## config.mk

```make
export PLATFORM = sky130hd
export DESIGN_NAME = product_accumulator
export DESIGN_NICKNAME = d
export VERILOG_FILES = /design/src/rtl/product_accumulator.sv
export SDC_FILE = /design/constraint.sdc
export NUM_CORES = 1
export LEC_CHECK = 0
export ABC_AREA = 1
export CAP_MARGIN = 20
export CORE_MARGIN = 4
export CORE_UTILIZATION = 25
export DETAILED_ROUTE_END_ITERATION = 10
export SLEW_MARGIN = 25
export SYNTH_ARGS = -nofsm -noshare
export SYNTH_HDL_FRONTEND = slang
export SYNTH_SLANG_ARGS = --single-unit
```

## constraint.sdc

```tcl
create_clock -name clk -period 4.1 [get_ports clk]
set_input_delay 0.615 -clock clk [delete_from_list [all_inputs] [get_ports clk]]
set_output_delay 0.615 -clock clk [all_outputs]
set_load 0.01 [all_outputs]
```

## src/rtl/product_accumulator.sv

```systemverilog
// Sums N_TERMS unsigned 8-bit products into a saturating accumulator per frame.
// Result is registered and held on a valid/ready port. Input is stalled while a result is held.
module product_accumulator #(
  parameter int unsigned N_TERMS = 4,
  parameter int unsigned ACC_W   = 10
) (
  input  logic             clk,
  input  logic             rst_n,
  input  logic             clear,
  input  logic [7:0]       prod_in,
  input  logic             prod_valid,
  output logic             prod_ready,
  output logic [ACC_W-1:0] acc_out,
  output logic             acc_ovf,
  output logic             acc_valid,
  input  logic             acc_ready
);

  localparam int unsigned CNT_W = $clog2(N_TERMS + 1);
  localparam logic [ACC_W-1:0] SAT_MAX  = '1;
  localparam logic [CNT_W-1:0] CNT_LAST = CNT_W'(N_TERMS);

  typedef enum logic [1:0] {
    S_IDLE  = 2'd0,
    S_ACCUM = 2'd1,
    S_HOLD  = 2'd2
  } state_t;

  state_t           state_q, state_d;
  logic [ACC_W-1:0] sum_q, sum_d;
  logic             ovf_q, ovf_d;
  logic [CNT_W-1:0] count_q, count_d;
  logic [ACC_W-1:0] acc_out_q, acc_out_d;
  logic             acc_ovf_q, acc_ovf_d;
  logic             acc_valid_q, acc_valid_d;

  logic             accept;
  logic [ACC_W:0]   sum_ext;
  logic             carry;
  logic [ACC_W-1:0] sat_sum;
  logic [CNT_W-1:0] cnt_inc;

  // Ready depends on registered state only, never on prod_valid.
  assign prod_ready = (state_q != S_HOLD);
  assign accept     = prod_valid & prod_ready;

  assign sum_ext = {1'b0, sum_q} + (ACC_W + 1)'(prod_in);
  assign carry   = sum_ext[ACC_W];
  assign sat_sum = carry ? SAT_MAX : sum_ext[ACC_W-1:0];
  assign cnt_inc = count_q + CNT_W'(1);

  always_comb begin
    state_d     = state_q;
    sum_d       = sum_q;
    ovf_d       = ovf_q;
    count_d     = count_q;
    acc_out_d   = acc_out_q;
    acc_ovf_d   = acc_ovf_q;
    acc_valid_d = acc_valid_q;

    if (clear) begin
      state_d     = S_IDLE;
      sum_d       = '0;
      ovf_d       = 1'b0;
      count_d     = '0;
      acc_valid_d = 1'b0;
    end else begin
      case (state_q)
        S_IDLE: begin
          if (accept) begin
            sum_d   = ACC_W'(prod_in);
            ovf_d   = 1'b0;
            count_d = CNT_W'(1);
            if (N_TERMS == 1) begin
              state_d     = S_HOLD;
              acc_out_d   = ACC_W'(prod_in);
              acc_ovf_d   = 1'b0;
              acc_valid_d = 1'b1;
            end else begin
              state_d = S_ACCUM;
            end
          end
        end
        S_ACCUM: begin
          if (accept) begin
            sum_d   = sat_sum;
            ovf_d   = ovf_q | carry;
            count_d = cnt_inc;
            if (cnt_inc == CNT_LAST) begin
              state_d     = S_HOLD;
              acc_out_d   = sat_sum;
              acc_ovf_d   = ovf_q | carry;
              acc_valid_d = 1'b1;
            end
          end
        end
        S_HOLD: begin
          // acc_out/acc_ovf are left as-is so the last result stays readable.
          if (acc_ready) begin
            state_d     = S_IDLE;
            count_d     = '0;
            acc_valid_d = 1'b0;
          end
        end
        default: begin
          state_d     = S_IDLE;
          acc_valid_d = 1'b0;
        end
      endcase
    end
  end

  always_ff @(posedge clk or negedge rst_n) begin
    if (!rst_n) begin
      state_q     <= S_IDLE;
      sum_q       <= '0;
      ovf_q       <= 1'b0;
      count_q     <= '0;
      acc_out_q   <= '0;
      acc_ovf_q   <= 1'b0;
      acc_valid_q <= 1'b0;
    end else begin
      state_q     <= state_d;
      sum_q       <= sum_d;
      ovf_q       <= ovf_d;
      count_q     <= count_d;
      acc_out_q   <= acc_out_d;
      acc_ovf_q   <= acc_ovf_d;
      acc_valid_q <= acc_valid_d;
    end
  end

  assign acc_out   = acc_out_q;
  assign acc_ovf   = acc_ovf_q;
  assign acc_valid = acc_valid_q;

endmodule

```

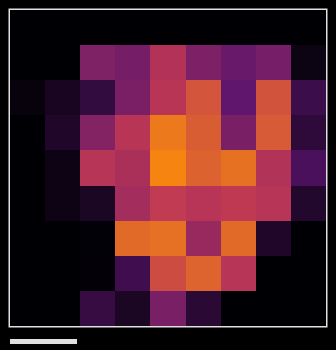
run_1/density.png
Scale bar: 20 um. 9 x 9 tiles, from black (low) to pale yellow (high), 0 to 100% covered.
- mean over tiles: 24%
- emptiest ninth of the die: lower left
- fullest tile: 73%
- nearly empty tiles: 35%
- densest ninth of the die: centre
Core Util, Final: 0.312
Initial Util: 0.259
CORE AREA: 0.00729 mm^2

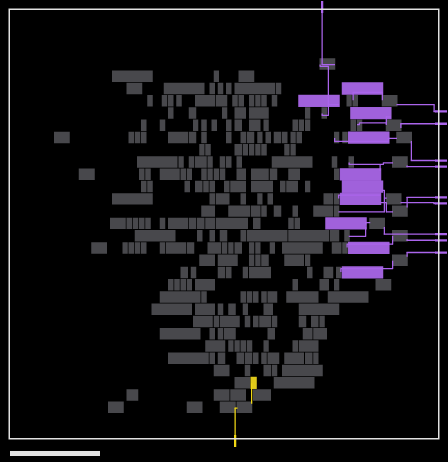
run_1/port_nets.png
Scale bar: 20 um.
- yellow: acc_ready (bits 1; direction input; edge bottom; end cells 1; buffers 1; wire 11.2 um)
- purple: acc_out (bits 10; direction output; edge 9 right, 1 top; end cells 10; buffers 10; wire 219 um)
# IOs: 26
number of port buffers: 25

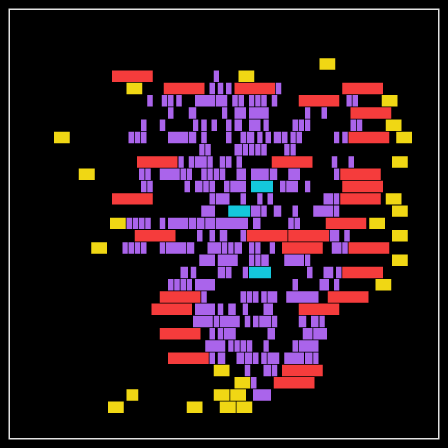
run_1/cell_classes.png
- cyan: cells driving clock nets (cells 3)
- red: flops (cells 28)
- yellow: other buffers and delay cells (cells 26)
- purple: all other logic (cells 223)

==> results.toml, run 1 <==
# generated from flow reports
[layout]
syn_to_final_growth_pct = 20.5
instances_no_fill = 379
n_antenna_cell = 0
fillers = 803
drive_gt1_frac = 0.0679

[sta]
drv_slew = 0
slew_headroom = 0.466
whs_ns = 0.487
fin_setup_tns_ns = 0
finalWorstSetupSlack_ns = 1.75
fmax_ghz = 0.426
tightest_slew_ns = 0.799
hold_viol = 0
fin_crit_ns = 2.35
setup_violations = 0

[min_path]
min_path_cells = 2
hold_class = "reg2reg"

[pwr]
power_mw = 1.04
power.switching_mw = 0.461
seq_power_share = 0.343
comb-power_mw = 0.534
maxPowerGroup = "combinational logic"
intPower_mw = 0.584
power_frac_comb = 0.511
swShare = 0.441
clk-power_mw = 0.152

[logic_synthesis]
ys_cells = 256
ys_seq_frac = 0.371
synth-edff-count = 0
synth_chip_area_mm2 = 0.00189
synth.avg_cell_area_um2 = 7.38
fp_nets = 284
synth-warning-count = 0
numSynthFlops = 28
ys.flop_type = "dfrtp_1"
synth.distinct_cells = 30
async_flop_share = 1.00

[die]
rows = 31
fp.dieW_um = 94.9
fp.dieH_um = 94.9

[place]
dpl-instance-area_mm2 = 0.00223
place.gp.congestion = 0.848
dp_hpwl_um = 3200

[worst_setup_path]
cp-startpoint = "prod_in[0]"
reg2reg_from = "state_q[1]"
ff2ff_path_depth = 7
worst-path-stages = 11
worstPathArrival_ns = 2.52
crit_chain = "clkdlybuf4s50_1 -> ha_1 -> fa_1 -> nand3_2 -> nand2_2 -> nand3_2 -> nand2_2 -> nand2_4 -> nand3_1 -> nand2_1 -> nand2_1"
cp-end-kind = "register"
worstSetupStartpointType = "input port"
path_buffers = 1

[cts]
cts.repair.resized = 0
root_buffer = "clkbuf_8"
clk_pin_slew_ns = 0.10
cts_setup_buffers = 0
htree_num_levels = 1
clockBufferDepth = 2
clock-sinks = 28
cts_buffers = 3
clock_latency_ns = 0.28

[global_routing]
grt_pass1_wl_um = 7370
track_usage = 0.103
overflow = 0
grt_max_degree = 29

[route]
wl_per_cell_um = 11.0
firstDrtPassIters = 4
vias = 1605
drtIter0Drc = 84
via_per_inst = 4.23

[run_status]
status = "finished, final reports clean"
-- run 1: cells by family after synthesis --
group,Yosys count,synth area share
AOI/OAI and AO/OA,23,0.0788
buffers and inverters,31,0.0709
adders and majority gates,15,0.103
xor gates and xnor gates,4,0.0185
DFF,28,0.371
and+or+nand+nor,155,0.358
-- run 1: area by class of cell --
type | instances | area (um^2) | share of cell area
inverter | 26 | 97.6 | 0.0429
timing repair buffer | 26 | 258 | 0.113
tap | 99 | 124 | 0.0544
clock buffer | 3 | 41.3 | 0.0181
multi-input combinational | 197 | 1050 | 0.463
sequential | 28 | 701 | 0.308
-- run 1: metal layers --
layer	vias to the layer above	GRT usage	routed length (um)
met5	-	0	0
met4	0	0.0288	42
met3	5	0.0247	189
met2	28	0.173	1880
met1	709	0.133	2050
li1	863	-	-
-- run 1: registers in the layout, indices dropped and copies added (netlist names) --
| register | count |
|---|---|
| ovf_q | 1 |
| count_q | 3 |
| acc_valid | 1 |
| state_q | 2 |
| sum_q | 10 |
| acc_ovf | 1 |
| acc_out | 10 |
-- run 1: final timing paths --
check	endpoint	slack, ns
setup / recovery	sum_q[2]	1.75
hold / removal	acc_out[6]	0.49
setup reg to reg	ovf_q	1.90
hold reg to reg	acc_out[6]	0.49
max in group asynchronous	acc_out[2]	3.11
min in group asynchronous	sum_q[3]	0.71
-- run 1: layout by cell type, fill, tap and decap left out, types with 2 or more instances in the layout --
cell type	n
inv_2	3
a31oi_1	5
o21ai_0	3
a21oi_1	5
nand2_1	92
nand3_1	16
nand3b_1	4
nand2_2	4
o21ai_1	3
clkdlybuf4s50_1	25
a22oi_1	2
dfrtp_1	28
nand2_4	2
nor2_1	32
ha_1	14
xnor2_1	3
nand3_2	2
clkbuf_8	3
inv_1	23
run_1/final_congestion.png
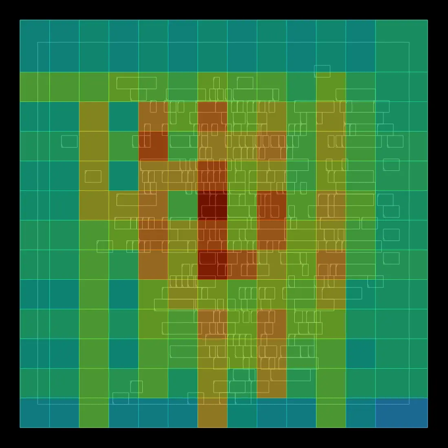

==> run 2: changes to the inputs <==
==> constraint.sdc (replaced) <==
create_clock -name clk -period 1.9 [get_ports clk]
set_input_delay 0.285 -clock clk [delete_from_list [all_inputs] [get_ports clk]]
set_output_delay 0.285 -clock clk [all_outputs]
set_load 0.01 [all_outputs]
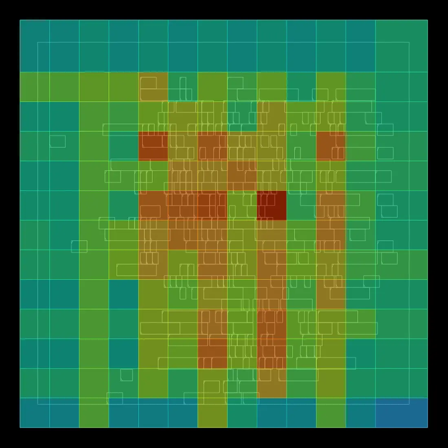
run_2/final_congestion.png
M1 GR Usage: 0.134
WL/cell: 10.8 um
Core Util, Final: 0.336
most used routing layer: met2

==> run 2 against run 1 <==
  * Power increased by 140%
  * Register-to-register slack got worse by 1.8 ns
  * First-iteration DRC count increased by 11%
  * Sequential share of layout area decreased by 2.2 points
  * Clock power increased to 2.5 times the previous value
  * Sequential power increased by 120%
  * Via count increased by 2.7%
==> results.toml, run 2 <==
# generated from flow reports
[place]
port-buffer-count = 25
dp_hpwl_um = 3340
place.gp.congestion = 0.831
dpl-instance-area_mm2 = 0.00237

[layout]
seq_area_um2 = 701
num-nets-final = 329
fillers = 811
layout.area.comb_mm2 = 0.00107
mostFrequentLayoutCell = "nand2_1"
drive_gt1_frac = 0.137
final_cell_mix = "92 x nand2_1, 32 x nor2_1, 28 x dfrtp_1"
fin_area_mm2 = 0.00245
syn_to_final_growth_pct = 29.6
n_antenna_cell = 0

[pwr]
power_frac_comb = 0.536
intPower_mw = 1.44
swShare = 0.419
power_mw = 2.49
leakage_nw = 1.33
power.switching_mw = 1.04
seq_power_share = 0.310
power-per-cell-area_mw_per_mm2 = 1020

[worst_setup_path]
cp.required_ns = 2.08
endpoint = "acc_out[9]"
cp-startpoint = "prod_in[5]"
reg2reg_from = "sum_q[0]"
ff2ff_path_depth = 10
cp_common_cell = "nand2_1"
cp-end-kind = "register"
crit_chain = "clkdlybuf4s50_1 -> ha_1 -> nand2_1 -> nand2_1 -> a21oi_1 -> nand2_2 -> nand2_4 -> nand3_1 -> nand2_1 -> nand2_1"
slowest_stage = "clkdlybuf4s50_1"
worstPathArrival_ns = 1.95
ff2ff_setup_slack_ns = 0.14
r2r-end = "acc_out[9]"
worstSetupStartpointType = "input port"
critical_path_class = "in2reg"

[cts]
clock-sinks = 28
root_buffer = "clkbuf_8"
cts_setup_buffers = 0
clk_pin_slew_ns = 0.10
clockBufferDepth = 2
htree_num_levels = 1
clock_latency_ns = 0.28
cts.repair.resized = 2
cts_buffers = 3

[logic_synthesis]
ys_seq_frac = 0.371
ys_cells = 256
synth-warning-count = 0
synthTopCellsByArea = "dfrtp_1 37%, nand2_1 18%, ha_1 9.3%"
numSynthFlops = 28
ys.flop_type = "dfrtp_1"
synth.avg_cell_area_um2 = 7.38
synth-edff-count = 0
post-synth-top-area-fraction = 0.371
synth_chip_area_mm2 = 0.00189
top_cells_by_count = "92 x nand2_1, 32 x nor2_1, 28 x dfrtp_1"
synth.distinct_cells = 30
async_flop_share = 1.00
fp_nets = 284

[sta]
slew_headroom = 0.755
finalWorstSetupSlack_ns = 0.136
drv_slew = 0
fin_crit_ns = 1.76
fmax_ghz = 0.567
hold_viol = 0
rsz0062_at_grt = "no"
setup_violations = 0
fin_crit_sh = 0.928
fin_setup_tns_ns = 0
tightest_slew_ns = 0.368

[min_path]
hold_class = "in2async"

[run_status]
status = "finished, final reports clean"

[die]
boundaryPins = 26
fp.dieH_um = 94.9
fp.dieW_um = 94.9
core_area_mm2 = 0.00729
fp-utilization = 0.259
rows = 31

[global_routing]
overflow = 0
grt_pass1_wl_um = 7630
grt_max_degree = 29
track_usage = 0.107
antenna_found_initial = 0
grt_pass1_vias = 1706

[route]
drcViolationCount = 0
vias = 1648
firstDrtPassIters = 4
via_per_inst = 4.13
drtIter0Drc = 93

[flow_run]
drv_cap = 0
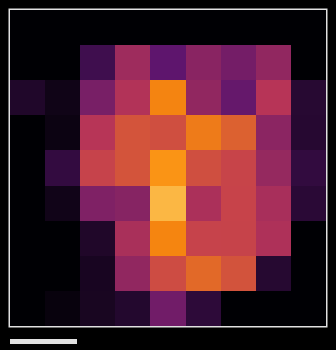
run_2/density.png
Scale bar: 20 um. 9 x 9 tiles, from black (low) to pale yellow (high), 0 to 100% covered.
- densest ninth of the die: centre
- fullest tile: 84%
- emptiest ninth of the die: lower left
- mean over tiles: 26%

## run 2: worst max-delay path, delay by kind of cell
family / cells / cell delay [ns]
adders and majority gates: 1 / 0.36
buffers and inverters: 1 / 0.43
AOI/OAI and AO/OA: 1 / 0.19
and+or+nand+nor: 7 / 0.68
## run 2: layout make-up
class                      instances  share of cell area
sequential                        28               0.286
timing repair buffer              44               0.164
inverter                          26              0.0399
multi-input combinational        198               0.437
clock buffer                       4              0.0225
tap                               99              0.0506
## run 2: cell families after synthesis
| family | Yosys count | synth area share |
|---|---|---|
| AND-OR/OR-AND | 23 | 0.0788 |
| XOR/XNOR | 4 | 0.0185 |
| adder cells (fa/ha/maj) | 15 | 0.103 |
| buffers and inverters | 31 | 0.0709 |
| flip-flops | 28 | 0.371 |
| AND/OR/NAND/NOR | 155 | 0.358 |
## run 2: metal layers
metal / vias to the layer above / global-route usage / routed length [um]
met5: - / 0 / 0
met4: 0 / 0.0433 / 85
met3: 7 / 0.0183 / 176
met2: 20 / 0.181 / 1940
met1: 723 / 0.134 / 2130
li1: 898 / - / -
## run 2: through the flow
stage | hold WS, ns | instances
2_1_floorplan | -0.0106 | 256
5_1_grt | 0.410 | 399
3_5_place_dp | 0.470 | 394
3_3_place_gp | 0.466 | 394
6_report | 0.377 | 399
4_1_cts | 0.394 | 399
## run 2: power groups by stage
| stage | logic [mW] | clock network, mW | registers, mW |
|---|---|---|---|
| 2_1_floorplan | 0.884 | 0 | 0.769 |
| 3_3_place_gp | 1.32 | 0 | 0.780 |
| 3_5_place_dp | 1.33 | 0 | 0.785 |
| 4_1_cts | 1.34 | 0.408 | 0.774 |
| 5_1_grt | 1.52 | 0.429 | 0.789 |
| 6_report | 1.33 | 0.382 | 0.772 |
==> run 3: changes to the inputs <==
--- a/config.mk
+++ b/config.mk
@@ -5,11 +5,12 @@
 export SDC_FILE = /design/constraint.sdc
 export NUM_CORES = 1
 export LEC_CHECK = 0
-export ABC_AREA = 1
+export ABC_AREA = 0
 export CAP_MARGIN = 20
 export CORE_MARGIN = 4
 export CORE_UTILIZATION = 25
 export DETAILED_ROUTE_END_ITERATION = 10
+export GPL_TIMING_DRIVEN = 1
 export SLEW_MARGIN = 25
 export SYNTH_ARGS = -nofsm -noshare
 export SYNTH_HDL_FRONTEND = slang
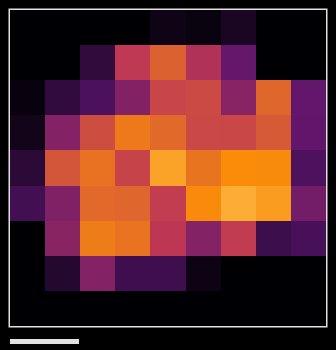
run_3/density.png
Scale bar: 20 um. 9 x 9 tiles, from black (low) to pale yellow (high), 0 to 100% covered.
- nearly empty tiles: 30%
- emptiest ninth of the die: upper left
- tiles over 75% full: 4.9%
- densest ninth of the die: centre
CORE AREA: 0.00676 mm^2
Initial Util: 0.256
Core Util, Final: 0.378

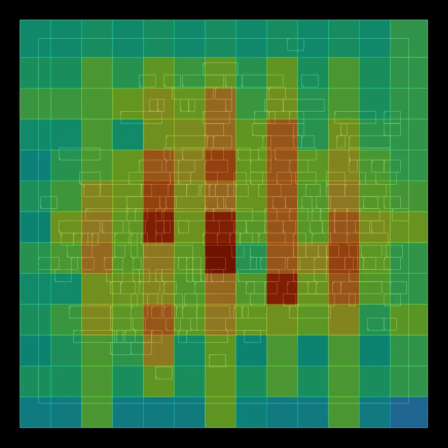
run_3/final_congestion.png
met2 usage in global routing: 0.210
M1 GR Usage: 0.140
WL/cell: 14.6 um
GR Util met3: 0.0331
GRT Util Overall: 0.118

==> run 3 against run 2 <==
  * The run now ends with setup timing left
  * Hold slack lost 0.0067 ns
  * Critical path depth shrank 2
  * Power rose by 14%
  * Die size decreased by 7.8%
  * First-iteration DRC count is 48% lower
  * Synthesized cell count decreased by 27%
  * Clock skew up 0.0020 ns
  * Sequential power about the same
  * Clock power rose by 27%
==> results.toml, run 3 <==
# generated from flow reports
[cts]
clock_latency_ns = 0.28
root_buffer = "clkbuf_8"
clockBufferDepth = 2
cts_buffers = 3
clock-sinks = 28

[route]
dr_wl_met2_um = 2430
drtIter0Drc = 48
via_per_inst = 4.87
firstDrtPassIters = 6
vias = 1568

[global_routing]
grt_pass1_vias = 1636
grt_pass1_wl_um = 7940
grt_max_degree = 29
antenna_found_initial = 0
overflow = 0

[layout]
instances_no_fill = 322
n_antenna_cell = 0
drive_gt1_frac = 0.289
fin_area_mm2 = 0.00255

[pwr]
swShare = 0.385
comb-power_mw = 1.58
p_seq_mw = 0.770
seq_power_share = 0.271
intPower_mw = 1.74
leakage_nw = 1.15
power.switching_mw = 1.09
power_frac_comb = 0.558
clk-power_mw = 0.485

[logic_synthesis]
ys_seq_frac = 0.405
synth.avg_cell_area_um2 = 9.30
synth-warning-count = 0
top_cells_by_count = "28 x dfrtp_1, 20 x nor2_1, 17 x nand2_1, 17 x o21ai_1, 14 x ha_1"
ys_cells = 186
fp_nets = 214
synthTopCellsByArea = "dfrtp_1 41%, ha_1 10%, o21ai_1 4.9%"
synth.distinct_cells = 40
ys.flop_type = "dfrtp_1"
synth-edff-count = 0
post-synth-top-area-fraction = 0.405

[worst_setup_path]
slowest_stage = "dfrtp_1"
crit_chain = "ha_2 -> fa_2 -> a21o_1 -> a221oi_4 -> o22ai_2 -> buf_6 -> a211oi_4 -> a21oi_2"
cp.required_ns = 2.07
r2r-end = "sum_q[7]"
worstPathArrival_ns = 2.31
crit_family = "AND-OR/OR-AND gates"
ff2ff_path_depth = 8

[run_status]
status = "complete, but fails checks"
violations = "setup timing"

[sta]
finalWorstSetupSlack_ns = -0.239
setup_violations = 22

[place]
dp.cells = 313
place.gp.congestion = 0.807
dpl-instance-area_mm2 = 0.00229

[die]
fp.dieH_um = 91.2
boundaryPins = 26
-- run 3: cell count changes after synthesis, moves of 4 or more --
cell,before,now
nand3_1,16,3
a21o_1,0,7
nand3b_1,4,0
nand2b_1,0,5
nand2_2,4,0
nor2_1,32,20
o21ai_1,3,17
inv_1,23,6
a21oi_1,5,11
nand2_1,92,17
a22oi_1,2,7
a31oi_1,5,1
-- run 3: layout make-up --
class                           instances  area (um^2)
Tap cell                               80          100
Inverter                                7         26.3
Clock buffer                            3         41.3
Timing Repair Buffer                   58          519
Fill cell                             686         4200
Clock inverter                          1         30.0
Sequential cell                        28          701
Multi-Input combinational cell        145         1140
-- run 3: cells by family after synthesis --
family,share of synthesized area
adders and majority gates,0.113
and+or+nand+nor,0.147
buffers and inverters,0.0304
AOI/OAI and AO/OA,0.252
xor gates and xnor gates,0.0355
DFF,0.405
muxes,0.0174
-- run 3: how the worst min path moves through the flow --
stage,slack [ns],cells past startpoint,start,end
floorplan,-0.01,0,rst_n,acc_out[0]
CTS,0.38,2,rst_n,acc_out[1]
finish,0.37,2,rst_n,acc_out[2]
global route,0.41,2,rst_n,acc_out[2]
detailed placement,0.48,2,acc_out[8],acc_out[8]
global placement,0.47,2,acc_out[1],acc_out[1]
-- run 3: timing repair --
item,4_1_cts,5_1_grt
resized,22,16
endpoints found under the setup margin,23,24
buffers inserted,3,2
pin swaps,21,7
-- run 3: through the flow --
stage	utilization	power (mW)	TNS (ns)	hold slack [ns]	setup slack [ns]
floorplan	-	1.58	-2.00	-0.0106	-0.126
global placement	0.339	2.02	-11.18	0.470	-0.545
detailed placement	0.339	2.05	-12.61	0.478	-0.623
CTS	0.365	2.74	-3.83	0.382	-0.217
global route	0.378	3.07	-5.36	0.406	-0.322
finish	0.378	2.84	-3.74	0.370	-0.239
Power figures rest on the tool's default switching activity, not on a simulated workload.
